File: config.mk
export PLATFORM = sky130hd
export DESIGN_NAME = debug_regsnap
export DESIGN_NICKNAME = d
export VERILOG_FILES = /design/src/rtl/debug_regsnap_pkg.sv /design/src/rtl/debug_regsnap_buf.sv /design/src/rtl/debug_regsnap.sv
export SDC_FILE = /design/constraint.sdc
export NUM_CORES = 1
export LEC_CHECK = 0
export CAP_MARGIN = 15
export CORE_ASPECT_RATIO = 0.6
export CORE_MARGIN = 4
export CORE_UTILIZATION = 45
export DETAILED_ROUTE_END_ITERATION = 12
export GPL_TIMING_DRIVEN = 0
export PLACE_DENSITY = 0.66
export SYNTH_ARGS = -nofsm -noshare
export SYNTH_HDL_FRONTEND = slang
export SYNTH_SLANG_ARGS = --single-unit
File: constraint.sdc
create_clock -name clk -period 62.1 [get_ports clk]
set_clock_uncertainty 0.05 [all_clocks]
set_input_delay 12.42 -clock clk [delete_from_list [all_inputs] [get_ports clk]]
set_output_delay 12.42 -clock clk [all_outputs]
set_load 0.01 [all_outputs]
File: src/rtl/debug_regsnap_pkg.sv
// Shared definitions for the debug register-snapshot sequencer.
// Holds the sequencer state encodings, the ALU debug-port register indices
// and the default number of scanned registers.
package debug_regsnap_pkg;

   // Number of ALU registers visible on the debug port.
   localparam int unsigned NUM_ALU_REGS = 16;

   // ALU debug-port register indices.
   localparam logic [3:0] REG_MAG  = 4'd0;
   localparam logic [3:0] REG_PC   = 4'd1;
   localparam logic [3:0] REG_HR   = 4'd2;
   localparam logic [3:0] REG_AR   = 4'd3;
   localparam logic [3:0] REG_ARX  = 4'd4;
   localparam logic [3:0] REG_BR   = 4'd5;
   localparam logic [3:0] REG_BRX  = 4'd6;
   localparam logic [3:0] REG_ONE  = 4'd7;
   localparam logic [3:0] REG_EBR  = 4'd8;
   localparam logic [3:0] REG_UBR  = 4'd9;
   localparam logic [3:0] REG_MASK = 4'd10;
   localparam logic [3:0] REG_FLG  = 4'd11;
   localparam logic [3:0] REG_PI   = 4'd12;
   localparam logic [3:0] REG_XWD1 = 4'd13;
   localparam logic [3:0] REG_T0   = 4'd14;
   localparam logic [3:0] REG_T1   = 4'd15;

   // Sequencer states.
   typedef enum logic [1:0] {
      StIdle   = 2'd0,
      StSetup  = 2'd1,
      StSample = 2'd2,
      StFinish = 2'd3
   } snap_state_e;

endpackage

File: src/rtl/debug_regsnap_buf.sv
// Snapshot buffer: NREGS x 36-bit register file.
// Ports:
//   clk, rst   - clock, asynchronous active-high clear of every word
//   we         - synchronous write enable (already clock-enable qualified)
//   waddr      - write index
//   wdata      - write data
//   raddr      - asynchronous read index (out-of-range indices read as 0)
//   rdata      - read data
module debug_regsnap_buf
   import debug_regsnap_pkg::*;
#(
   parameter int unsigned NREGS = NUM_ALU_REGS
) (
   input  logic        clk,
   input  logic        rst,
   input  logic        we,
   input  logic [3:0]  waddr,
   input  logic [0:35] wdata,
   input  logic [3:0]  raddr,
   output logic [0:35] rdata
);

   logic [0:35] mem_q [NREGS];
   logic [0:35] mem_d [NREGS];

   always_comb begin
      mem_d = mem_q;
      for (int i = 0; i < int'(NREGS); i++) begin
         if (we && (int'(waddr) == i)) begin
            mem_d[i] = wdata;
         end
      end
   end

   always_comb begin
      rdata = '0;
      for (int i = 0; i < int'(NREGS); i++) begin
         if (int'(raddr) == i) begin
            rdata = mem_q[i];
         end
      end
   end

   always_ff @(posedge clk or posedge rst) begin
      if (rst) begin
         mem_q <= '{default: '0};
      end else begin
         mem_q <= mem_d;
      end
   end

endmodule

File: src/rtl/debug_regsnap.sv
// Debug register-snapshot sequencer.
// Owns the ALU debug read port and shares it between live PC tracking (port
// parked at PCREG) and a console-initiated scan of all ALU registers into a
// local buffer while the CPU is halted.
// Ports:
//   clk, rst      - clock, asynchronous active-high reset
//   clken         - qualifies every state, counter and buffer update
//   loadIR        - instruction load this cycle
//   cpuHALT       - CPU halted (level)
//   snapREQ       - console snapshot request
//   debugDATA     - ALU data for the address set on the previous clken cycle
//   debugADDR     - registered ALU register select
//   rdADDR/rdDATA - combinational console read of the snapshot buffer
//   pcOUT         - last captured PC
//   instCOUNT     - instructions loaded (wrapping)
//   snapBUSY      - scan in progress
//   snapVALID     - buffer holds a complete snapshot
//   snapDONE      - one-clk pulse on scan completion
//   snapABORT     - one-clk pulse when a scan is abandoned
module debug_regsnap
   import debug_regsnap_pkg::*;
#(
   parameter int unsigned NREGS = NUM_ALU_REGS,
   parameter int unsigned PCREG = 1
) (
   input  logic         clk,
   input  logic         rst,
   input  logic         clken,
   input  logic         loadIR,
   input  logic         cpuHALT,
   input  logic         snapREQ,
   input  logic [0:35]  debugDATA,
   output logic [0:3]   debugADDR,
   input  logic [0:3]   rdADDR,
   output logic [0:35]  rdDATA,
   output logic [18:35] pcOUT,
   output logic [0:31]  instCOUNT,
   output logic         snapBUSY,
   output logic         snapVALID,
   output logic         snapDONE,
   output logic         snapABORT
);

   localparam logic [3:0] PcAddr  = 4'(PCREG);
   localparam logic [3:0] LastIdx = 4'(NREGS - 1);

   snap_state_e state_q, state_d;
   logic [3:0]  index_q, index_d;
   logic [3:0]  addr_q, addr_d;
   logic        pend_q, pend_d;
   logic        valid_q, valid_d;
   logic        done_q, done_d;
   logic        abort_q, abort_d;
   logic [17:0] pc_q, pc_d;
   logic [31:0] cnt_q, cnt_d;
   logic        buf_we;

   always_comb begin
      state_d = state_q;
      index_d = index_q;
      pend_d  = pend_q;
      valid_d = valid_q;
      pc_d    = pc_q;
      cnt_d   = cnt_q;
      done_d  = 1'b0;
      abort_d = 1'b0;
      buf_we  = 1'b0;

      if (clken) begin
         if (loadIR) begin
            cnt_d = cnt_q + 32'd1;
         end

         unique case (state_q)
            StIdle: begin
               // Port is parked at PCREG here, so debugDATA is the PC.
               if (loadIR) begin
                  pc_d = debugDATA[18:35];
               end
               if ((pend_q || snapREQ) && cpuHALT) begin
                  index_d = '0;
                  pend_d  = 1'b0;
                  valid_d = 1'b0;
                  state_d = StSetup;
               end else if (snapREQ) begin
                  pend_d = 1'b1;
               end
            end
            StSetup: begin
               if (!cpuHALT) begin
                  abort_d = 1'b1;
                  state_d = StIdle;
               end else begin
                  state_d = StSample;
               end
            end
            StSample: begin
               if (!cpuHALT) begin
                  abort_d = 1'b1;
                  state_d = StIdle;
               end else begin
                  buf_we = 1'b1;
                  if (index_q == LastIdx) begin
                     state_d = StFinish;
                  end else begin
                     index_d = index_q + 4'd1;
                     state_d = StSetup;
                  end
               end
            end
            StFinish: begin
               valid_d = 1'b1;
               done_d  = 1'b1;
               state_d = StIdle;
            end
            default: state_d = StIdle;
         endcase
      end

      // Address follows the state being entered, so the data arrives one
      // clken cycle after the address is set.
      addr_d = (state_d == StIdle) ? PcAddr : index_d;
   end

   always_ff @(posedge clk or posedge rst) begin
      if (rst) begin
         state_q <= StIdle;
         index_q <= '0;
         addr_q  <= PcAddr;
         pend_q  <= 1'b0;
         valid_q <= 1'b0;
         done_q  <= 1'b0;
         abort_q <= 1'b0;
         pc_q    <= '0;
         cnt_q   <= '0;
      end else begin
         state_q <= state_d;
         index_q <= index_d;
         addr_q  <= addr_d;
         pend_q  <= pend_d;
         valid_q <= valid_d;
         done_q  <= done_d;
         abort_q <= abort_d;
         pc_q    <= pc_d;
         cnt_q   <= cnt_d;
      end
   end

   debug_regsnap_buf #(
      .NREGS (NREGS)
   ) u_buf (
      .clk   (clk),
      .rst   (rst),
      .we    (buf_we),
      .waddr (index_q),
      .wdata (debugDATA),
      .raddr (rdADDR),
      .rdata (rdDATA)
   );

   assign debugADDR = addr_q;
   assign pcOUT     = pc_q;
   assign instCOUNT = cnt_q;
   assign snapBUSY  = (state_q != StIdle);
   assign snapVALID = valid_q;
   assign snapDONE  = done_q;
   assign snapABORT = abort_q;

endmodule

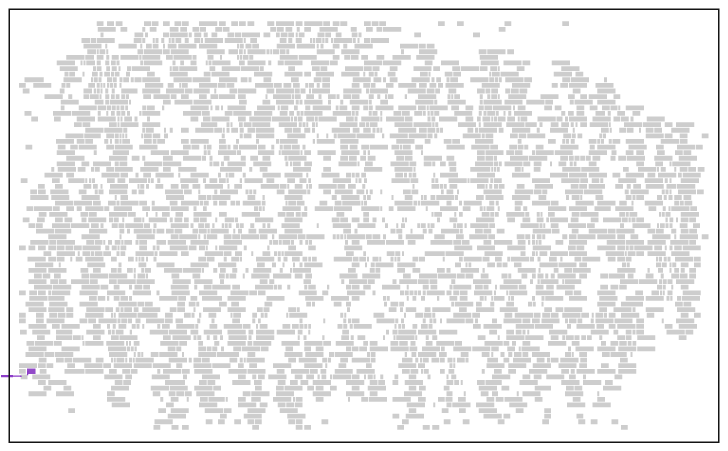
Fig. 1. Port wiring (run 1).
`rst`: in purple, bits 1, direction input, edge left, end cells 1, buffers 1, wire 7.20 µm.
PortBufs: 138
IO Pins: 140

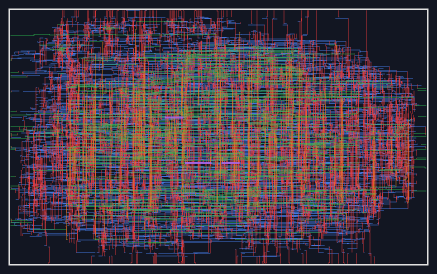
Fig. 2. Signal wires by layer (run 1).
met5: in purple, wire length 46.9 µm. met3: in green, wire length 16,600 µm. met1: in blue, wire length 50.1 mm. met2: in red, wire length 47.6 mm. met4: in orange, wire length 5,060 µm.
routed len/inst: 33.2 µm
Vias: 23,400

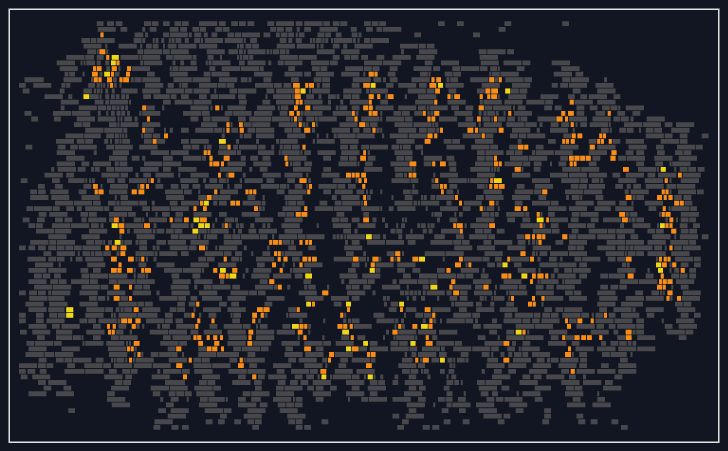
Fig. 3. Gate-type map (run 1).
AND-OR and OR-AND gates: in yellow, cells 46. inverting AOI/OAI gates: in orange, cells 413.

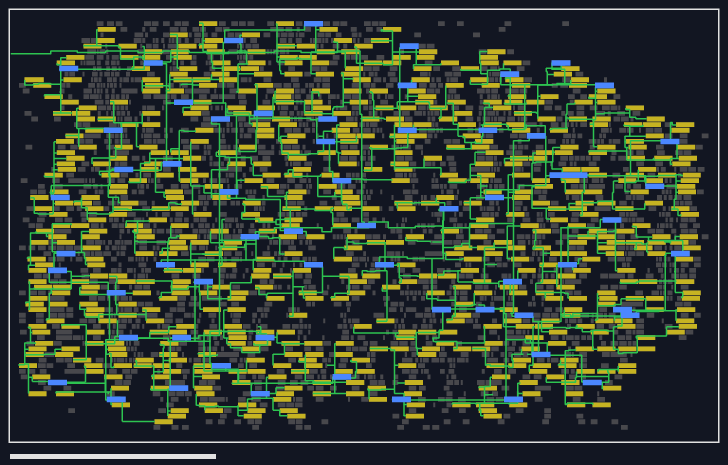
Fig. 4. Clock distribution (run 1).
The bar under the picture is 100 µm long.
cells driving clock nets: in blue, count 61. flip-flops: in yellow, count 640. clock wires: in green, length 8,280 µm.
Position of the flops: spread over the die.

==> results_dict.tcl, run 1 <==
# yosys + openroad results
set metrics [dict create \
    synth_largest_type_area_fraction 0.526 \
    crit_top_cell "clkdlybuf4s50_1" \
    drc 0 \
    grt_max_degree 128 \
    track_usage 0.327 \
    nets 2699 \
    drive_gt1_frac 0.342 \
    die_w_um 343 \
    n_antenna_cell 0 \
    fin_crit_ns 29.15 \
    clock_latency_ns 0.67 \
    grt_pass1_vias 23200 \
    die_y_um 209 \
    crit_buf_inv 5 \
    cp_slowest_cell "clkbuf_1" \
    p_leak_nw 16.6 \
    async_flop_share 1.00 \
    ys_area_um2 30400 \
    relSlewSlack 0.0738 \
    synth_cell_types 71 \
    p_total_mw 1.03 \
    ys_cells 2426 \
    crit_path_cell_trace "clkdlybuf4s50_1 -> buf_4 -> buf_2 -> and2_1 -> clkbuf_1 -> nand2_1 -> o21ai_0 -> a21oi_1 -> o311ai_0 -> clkdlybuf4s50_1" \
    register_area_um2 16000 \
    syn_area_per_cell_um2 12.5 \
    cp_slowest_stage_delay_ns 0.91 \
    place_area_um2 33200 \
    cpLargestDelayFamily "buffers and inverters" \
    grt-ovfl-total 0 \
    status "finished, final reports clean" \
    required_ns 49.63 \
    core_um2 66500 \
    cts_hold_buf 0 \
    cts_buffers 61 \
    synth_warnings 0 \
    hpwl_um 80300 \
    root_buffer "clkbuf_16" \
    maxCapViolCount 0 \
    synth.area.top_cells "dfrtp_1 (53%), mux2_2 (23%), mux2i_1 (1.9%)" \
    fin_crit_sh 0.469 \
    clkSlewWorstSetupHoldPaths_ns 0.06 \
    top_cell "dfrtp_1" \
    ctsLongestPathBuffers 3 \
    drtIter0Drc 3502 \
    rsz0062_at_grt "false" \
    dpl.cell_count 3476 \
    warnings 40 \
    fmax_ghz 0.0343 \
    hold-worst-slack_ns 0.429 \
    comb_area_um2 13300 \
    htree_levels 2 \
    final-setup-viol-count 0 \
    worstPathArrival_ns 16.68 \
    rows 73 \
    worst_slack_ns 32.95 \
    synth_nets 2481 \
    n_fill_cell 5759 \
    ant_nets 0 \
    first_pass_iters 6 \
    netlist_area_um2 30400 \
]
## run 1: metal layers
metal	vias up	global-route usage	part of all wire
li1	9313	-	-
met4	6	0.123	0.042
met3	297	0.119	0.14
met2	1621	0.444	0.40
met5	-	0	0.00039
met1	12200	0.477	0.42
## run 1: worst register-to-register path, stage by stage, from the launching register on
cell and delay, ns:
dfrtp_1 0.40, inv_1 0.11, ha_1 0.25, buf_4 0.20, nand4_1 0.22, nor2_2 0.96, buf_2 0.59, mux2_2 0.39
## run 1: worst paths after layout
| kind | cells past startpoint | slack, ns | start | to |
|---|---|---|---|---|
| max | 10 | 32.95 | rdADDR[1] | rdDATA[1] |
| min | 1 | 0.43 | instCOUNT[0]$_DFFE_PP0P_ | instCOUNT[0]$_DFFE_PP0P_ |
| max reg2reg | 7 | 58.79 | state_q[0]$_DFF_PP0_ | u_buf.mem_q[19]$_DFFE_PP0P_ |
| min reg2reg | 1 | 0.43 | instCOUNT[0]$_DFFE_PP0P_ | instCOUNT[0]$_DFFE_PP0P_ |
| max in group asynchronous | 5 | 47.60 | rst | u_buf.mem_q[56]$_DFFE_PP0P_ |
| min in group asynchronous | 2 | 12.17 | rst | pcOUT[31]$_DFFE_PP0P_ |
## run 1: cells by family (layout without fill, tap and decap cells)
kind of cell               count (synthesis)  in the layout  synth area share
AOI/OAI and AO/OA                        459            459             0.100
xor gates and xnor gates                  31             31           0.00894
adders and majority gates                  9              9           0.00371
buffers and inverters                    221            490            0.0354
DFF                                      640            640             0.527
muxes                                    707            707             0.268
and+or+nand+nor                          359            359            0.0571
## run 1: power by group
part | switching (mW) | internal (mW) | total, mW
logic | 0.0919 | 0.0772 | 0.169
registers | 0.0213 | 0.455 | 0.476
clock network | 0.175 | 0.215 | 0.390
total | 0.288 | 0.747 | 1.03
## run 1: flip-flops by register name, summed over array words and instances, names as in the netlist
signal       flops
snapVALID        1
u_buf.mem_q    576
debugADDR        4
instCOUNT       32
pend_q           1
snapDONE         1
pcOUT           18
state_q          2
snapABORT        1
index_q          4
## run 1: placed cells by master, fill, tap and decap left out, types with 10 or more instances in the layout
cell type        instances
dfrtp_1                639
mux2_2                 627
clkdlybuf4s50_1        138
o21ai_0                107
buf_2                  102
nand2_1                102
nor2_1                  92
clkbuf_1                89
a21oi_1                 88
clkbuf_16               62
mux2i_1                 58
nand3_1                 40
o22ai_1                 38
a22oi_1                 35
a221oi_1                23
xnor2_1                 23
mux4_2                  22
nor3_1                  22
buf_4                   21
a31oi_1                 21
o2bb2ai_1               15
nor2b_1                 13
o211ai_1                13
a21boi_0                13
o21a_1                  13
a211oi_1                13
inv_1                   12
or2_2                   12
nand2b_1                11
nand4_1                 10
a222oi_1                10
## run 1: final cells by class
cell class	count	share of cell area
clock inverters	29	0.00926
flip-flops and latches	640	0.454
repair buffers	155	0.0482
multi-input cells	1565	0.377
clock buffers	85	0.0487
inverters	14	0.00170
well taps	900	0.0319
plain buffers	207	0.0290
--- run 2 (diff from run 1) ---
clock period = 26.9 ns   (was 62.1 ns; I/O delays follow)
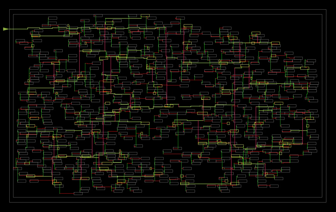
Fig. 5. Clock routing (run 2).
Sink Count: 640
clk pwr: 0.900 mW
Flops: 640
CTS Buf Count: 61

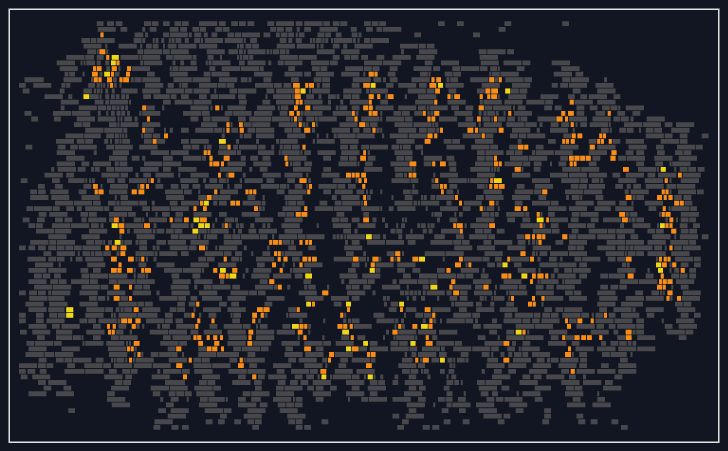
Fig. 6. Gate-type map (run 2).
AND-OR and OR-AND gates: in yellow, cells 46. inverting AOI/OAI gates: in orange, cells 413.

==> run 2 against run 1 <==
  * First-iteration DRC count stayed put
  * Critical path depth stayed put
  * Routed wire length stayed put
  * Count of clock-buffer cells in the layout stayed put
  * Via count stayed put
  * Power is 130% higher
  * Core utilization stayed put
  * Sequential power is 130% higher
  * Hold slack stayed put
  * Synthesized cell count stayed put
  * Flip-flop count stayed put
  * Critical path type unchanged
  * Largest power group unchanged
==> results_dict.tcl, run 2 <==
# yosys + openroad results
set metrics [dict create \
    grt_util_met3 0.119 \
    drv_slew 0 \
    ys_ff 640 \
    relSlewSlack 0.0738 \
    status "finished, final reports clean" \
    ys_area_um2 30400 \
    required_ns 21.47 \
    fmax_ghz 0.0663 \
    synth_cell_types 71 \
    grt_pass1_vias 23200 \
    top_usage_layer "met1" \
    worstHoldStart "instCOUNT[0]$_DFFE_PP0P_" \
    drc 0 \
    synth.top_cells.by_count "dfrtp_1 (639), mux2_2 (627), o21ai_0 (107), buf_2 (102), nand2_1 (102)" \
    postSynthSeqShare 0.527 \
    io_buffers 138 \
    tightest_slew_ns 1.38 \
    final-setup-viol-count 0 \
    n_fill_cell 5759 \
    first_pass_iters 6 \
    start_kind "input port" \
    ant_nets 0 \
    p_per_area_nw_per_um2 67.7 \
    area_growth_pct 16.1 \
    cts_setup_buffers 0 \
    n_antenna_cell 0 \
    synth.area.top_cells "dfrtp_1 (53%), mux2_2 (23%), mux2i_1 (1.9%)" \
    clkSlewWorstSetupHoldPaths_ns 0.06 \
    worst_slack_ns 11.83 \
    path_class "input port to output pin" \
    mux_share 0.268 \
    p_total_mw 2.39 \
    post_drt_wl_per_cell_um 33.2 \
    rr_startpoint "state_q[0]$_DFF_PP0_" \
    design_area_um2 35300 \
    maxCapViolCount 0 \
    netlist_area_um2 30400 \
    min_to "instCOUNT[0]$_DFFE_PP0P_" \
    rsz0062_at_grt "false" \
    r2r_setup_slack_ns 23.59 \
    cts-resized-gates 0 \
    core_um2 66500 \
    synth_nets 2481 \
    fin_crit_ns 15.07 \
    edf_count 0 \
    preCtsSetupSlack_ns 12.07 \
    hold_viol_final 0 \
    drive_gt1_frac 0.342 \
    ir_drop_uv 52.8 \
    r2r-end "u_buf.mem_q[19]$_DFFE_PP0P_" \
    hold_path_class "flop to flop" \
    crit_fanout 10 \
    async_flop_share 1.00 \
    synth_top_cell_by_area "dfrtp_1" \
    worstPathArrival_ns 9.64 \
    routed-via-count 23400 \
    worstHoldPathCells 1 \
    synth_warnings 0 \
    endpoint_kind "output pin" \
    drtIter0Drc 3502 \
    grt_max_degree 128 \
    regMostFlops "u_buf.mem_q" \
    fp-utilization 0.457 \
    rows 73 \
    xor_share 0.00894 \
    ctsLongestPathBuffers 3 \
    layout_top_cells "dfrtp_1 (639), mux2_2 (627), clkdlybuf4s50_1 (138)" \
    ys.flop_type "dfrtp_1" \
    setup_tns_ns 0 \
    top_cell "dfrtp_1" \
    grt_antenna_before_repair 11 \
    grt_use_met1 0.477 \
    root_buffer "clkbuf_16" \
    synth_largest_type_area_fraction 0.526 \
    nets 2699 \
    r2r_cells 7 \
    htree_levels 2 \
    die_w_um 343 \
    warnings 40 \
    place_area_um2 33200 \
    fa_ha_area_frac 0.00371 \
    cts_hold_buf 0 \
    syn_area_per_cell_um2 12.5 \
    grt-ovfl-total 0 \
    dieArea_um2 71900 \
    grt_use_met2 0.444 \
    topCombFamilyByArea "multiplexers" \
    fin_crit_sh 0.560 \
    largest_reg_flops 576 \
    clock_latency_ns 0.67 \
    simple_gate_share 0.0571 \
    hpwl_um 80300 \
    layout.cells.most_common "dfrtp_1" \
    p_leak_nw 16.6 \
    netlist_instances 2426 \
    die_y_um 209 \
    ys_cells 2426 \
    fin_util 0.530 \
    io-pin-count 140 \
    cts_tree "yes" \
    gp_congestion 0.993 \
    avgViaCountPerCell 6.51 \
    grt_pass1_wl_um 169000 \
    ys_sh_aoi 0.100 \
]
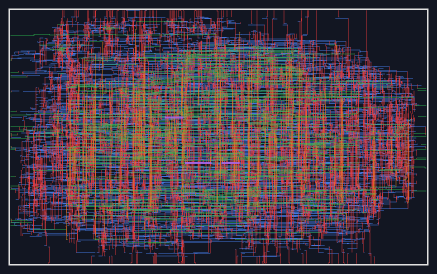
Fig. 7. Signal wires by layer (run 2).
met2: in red, wire length 47.6 mm. met5: in purple, wire length 46.9 µm. met1: in blue, wire length 50.1 mm. met4: in orange, wire length 5,060 µm. met3: in green, wire length 16,600 µm.
DRT Wirelength: 119,000 µm
overall routing resource usage: 0.327

run 2: report_power, final:
group / leakage [nW] / switching, mW / internal, mW
sequential: 8.81 / 0.0493 / 1.05
clock: 0.981 / 0.404 / 0.497
combinational: 6.84 / 0.212 / 0.178
total: 16.6 / 0.665 / 1.72
run 2: cell type report:
class,count,area [µm²],share of cell area
multi-input combinational,1565,13300,0.377
inverter,14,60.1,0.00170
tap,900,1130,0.0319
sequential,640,16000,0.454
buffer,207,1020,0.0290
clock buffer,85,1720,0.0487
clock inverter,29,327,0.00926
timing repair buffer,155,1700,0.0482
run 2: logic make-up after synthesis:
group / Yosys count
and+or+nand+nor: 359
DFF: 640
xor gates and xnor gates: 31
buffers and inverters: 221
muxes: 707
AOI/OAI and AO/OA: 459
adders and majority gates: 9
run 2: layer usage:
metal | part of all wire | vias up
met3 | 0.14 | 297
met1 | 0.42 | 12200
li1 | - | 9313
met2 | 0.40 | 1621
met5 | 0.00039 | -
met4 | 0.042 | 6
run 2: worst max path at each step:
stage	start	endpoint	slack, ns
finish	rdADDR[1]	rdDATA[1]	11.83
detailed placement	rdADDR[1]	rdDATA[1]	12.07
floorplan	rst	debugADDR[0]$_DFF_PP0_	3.54
CTS	rdADDR[1]	rdDATA[1]	12.06
global placement	rst	u_buf.mem_q[57]$_DFFE_PP0P_	-3.36
global route	rdADDR[1]	rdDATA[1]	11.88
run 2: critical path, stage by stage:
cell             delay (ns)
clkdlybuf4s50_1        0.51
buf_4                  0.20
buf_2                  0.31
and2_1                 0.42
clkbuf_1               0.91
nand2_1                0.54
o21ai_0                0.31
a21oi_1                0.06
o311ai_0               0.28
clkdlybuf4s50_1        0.69
run 2: stage by stage:
step,std cells,hold slack [ns]
after floorplan,2426,0.421
after CTS,3590,0.426
final,3595,0.429
after global routing,3595,0.462
after global placement,3464,0.410
after detailed placement,3476,0.413
Fig. 8: run 2, clock distribution
The bar under the picture is 100 µm long.
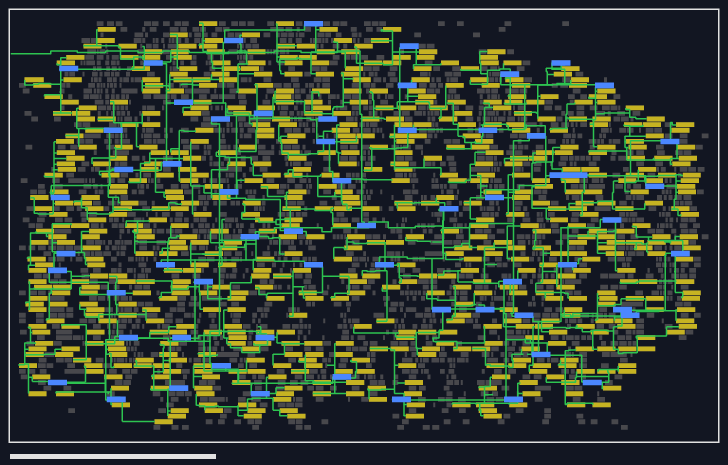

--- run 3 (diff from run 2) ---
clock period = 15.1 ns   (was 26.9 ns; I/O delays follow)
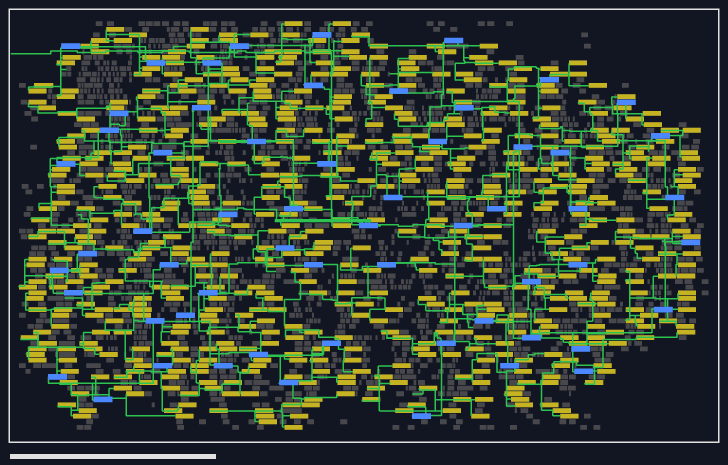
Fig. 9. Clock distribution (run 3).
The bar under the picture is 100 µm long.
flip-flops: in yellow, count 640. clock wires: in green, length 8,490 µm. cells driving clock nets: in blue, count 59.
Position of the flops: spread over the die. There are 60 routed clock nets.
clk pwr: 1.58 mW
Clock power frac: 0.373

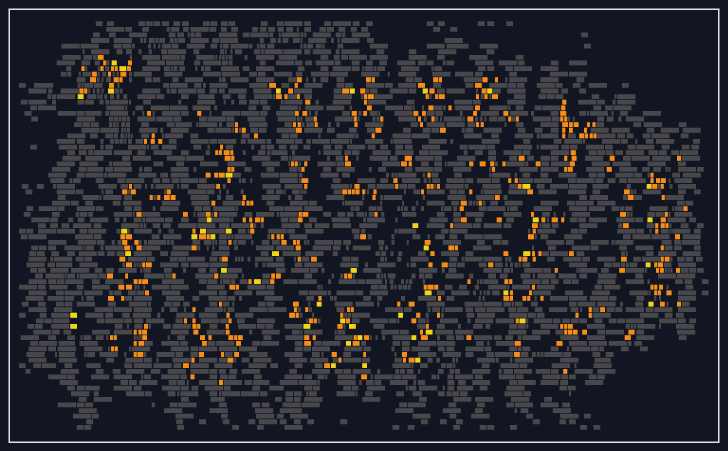
Fig. 10. Gate-type map (run 3).
AND-OR and OR-AND gates: in yellow, cells 46. inverting AOI/OAI gates: in orange, cells 413.

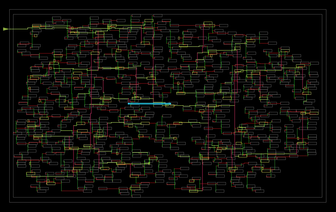
Fig. 11. Clock routing (run 3).
CTS Buf Count: 59
Skew-Pair Late Insertion Delay: 0.66 ns
clock buf count: 85

==> run 3 against run 2 <==
  * First-iteration DRC count down 7.1%
  * Count of clock-buffer cells in the layout unchanged
  * Synthesized cell count unchanged
  * Clock power up 76%
  * Largest power group unchanged
  * Sequential share of layout area down 0.14 points
  * Final cell count up 0.22%
  * Core utilization up 0.16 points
  * Design area up 0.31%
  * Global-route usage down 0.42 points
  * Die size unchanged
  * Register-to-register slack worse by 12 ns
  * Largest cell class unchanged
==> results_dict.tcl, run 3 <==
# yosys + openroad results
set metrics [dict create \
    maxCapViolCount 0 \
    grt_max_degree 45 \
    drtIter0Drc 3253 \
    cts_setup_buffers 0 \
    fin_util 0.532 \
    fin_crit_sh 0.686 \
    cp_slowest_cell "clkbuf_1" \
    ctsLongestPathBuffers 3 \
    core_um2 66500 \
    netlist_area_um2 30400 \
    ir_drop_uv 84.1 \
    top_cell "dfrtp_1" \
    drc 0 \
    ys.flop_type "dfrtp_1" \
    ant_nets 0 \
    worst_slack_ns 4.74 \
    cts-resized-gates 0 \
    clkSlewWorstSetupHoldPaths_ns 0.06 \
    first_pass_iters 6 \
    final-setup-viol-count 0 \
    nets 2706 \
    p_per_area_nw_per_um2 120 \
    die_w_um 343 \
    synth_nets 2481 \
    status "finished, final reports clean" \
    grt-ovfl-total 0 \
    dpl.cell_count 3485 \
    grt_pass1_wl_um 167000 \
    netlist_instances 2426 \
    htree_levels 2 \
    async_flop_share 1.00 \
    required_ns 12.03 \
    grt_pass1_vias 23000 \
    switching_power_mw 1.17 \
    synth.area.top_cells "dfrtp_1 (53%), mux2_2 (23%), mux2i_1 (1.9%)" \
    intPower_mw 3.06 \
    worstPathArrival_ns 7.29 \
    tightest_slew_ns 1.37 \
    endpoint_kind "output pin" \
    gp_congestion 0.997 \
    routed_wl_um 118000 \
    postSynthSeqShare 0.527 \
    worstHoldPathCells 1 \
    synth_largest_type_area_fraction 0.526 \
    synth_warnings 0 \
    io_buffers 138 \
    track_usage 0.323 \
    rsz0062_at_grt "false" \
    drv_slew 0 \
    dieArea_um2 71900 \
    path_class "input port to output pin" \
    area_growth_pct 16.4 \
    rows 73 \
    ys_cells 2426 \
    final_cells 3603 \
    drive_gt1_frac 0.345 \
    synth.top_cells.by_count "dfrtp_1 (639), mux2_2 (627), o21ai_0 (107), buf_2 (102), nand2_1 (102)" \
    r2r_cells 7 \
    hold_viol_final 0 \
    routed-via-count 23400 \
    layout_top_cells "dfrtp_1 (639), mux2_2 (627), clkdlybuf4s50_1 (138)" \
    seqPwrFrac 0.462 \
    root_buffer "clkbuf_16" \
    syn_area_per_cell_um2 12.5 \
    relSlewSlack 0.0888 \
    largest_reg_flops 576 \
    grt_antenna_before_repair 5 \
    layout.cells.most_common "dfrtp_1" \
    hold_path_class "flop to flop" \
]
==> run 3: netlist changes by cell type in the layout (fill, tap and decap cells not counted), moves of 3 or more <==
cell	change
clkbuf_16	-3
diode_2	+5
buf_12	+17
clkinv_2	+5
buf_8	-4
buf_16	-5
inv_6	-3
clkinvlp_4	-4
clkbuf_1	-6
clkbuf_8	+9
==> run 3: through the flow <==
stage	instance area (µm²)	TNS, ns	hold slack, ns
after global placement	32900	-226.10	0.409
after detailed placement	33300	0	0.415
final	35400	0	0.423
after CTS	35300	0	0.428
after global routing	35400	0	0.449
after floorplan	30400	0	0.421
==> run 3: worst paths after layout <==
kind | startpoint | endpoint | slack (ns)
setup / recovery | rdADDR[0] | rdDATA[21] | 4.74
hold / removal | instCOUNT[0]$_DFFE_PP0P_ | instCOUNT[0]$_DFFE_PP0P_ | 0.42
setup reg to reg | state_q[0]$_DFF_PP0_ | u_buf.mem_q[26]$_DFFE_PP0P_ | 11.80
hold reg to reg | instCOUNT[0]$_DFFE_PP0P_ | instCOUNT[0]$_DFFE_PP0P_ | 0.42
max in group asynchronous | rst | u_buf.mem_q[416]$_DFFE_PP0P_ | 10.50
min in group asynchronous | rst | u_buf.mem_q[181]$_DFFE_PP0P_ | 2.64
==> run 3: final cells by class <==
| cell class | instances | area [µm²] |
|---|---|---|
| fill | 5657 | 31100 |
| sequential | 640 | 16000 |
| multi-input combinational | 1565 | 13300 |
| timing repair buffer | 164 | 1850 |
| clock buffer | 85 | 1740 |
| tap | 900 | 1130 |
| buffer | 207 | 1020 |
| clock inverter | 23 | 245 |
| inverter | 14 | 56.3 |
| antenna | 5 | 12.5 |
==> run 3: power by group through the flow <==
stage                     sequential [mW]  clock [mW]  combinational, mW
final                                1.96        1.58              0.697
after global routing                 1.97        1.65              0.736
after CTS                            1.96        1.58              0.686
after detailed placement             1.99           0              0.684
after global placement               1.98           0              0.656
after floorplan                      1.98           0              0.370
==> run 3: layer usage <==
| layer | global-route usage | share of wire | vias up |
|---|---|---|---|
| met3 | 0.116 | 0.13 | 261 |
| met2 | 0.439 | 0.41 | 1570 |
| met4 | 0.115 | 0.036 | 2 |
| met1 | 0.474 | 0.42 | 12200 |
| met5 | 0 | 0.00038 | - |
| li1 | - | - | 9348 |
==> run 3: cells by family (layout without fill, tap and decap cells) <==
kind of cell	count (synthesis)	after routing	share of synthesized area
adder cells (fa/ha/maj)	9	9	0.00371
buffers and inverters	221	493	0.0354
AND-OR/OR-AND	459	459	0.100
flip-flops	640	640	0.527
AND/OR/NAND/NOR	359	359	0.0571
other	0	5	0
multiplexers	707	707	0.268
XOR/XNOR	31	31	0.00894
==> run 3: worst max-delay path, delay by kind of cell <==
kind | cells | cell delay, ns
compound gates | 2 | 0.53
buf+inv | 7 | 3.72
Power and IR drop assume default switching activity.
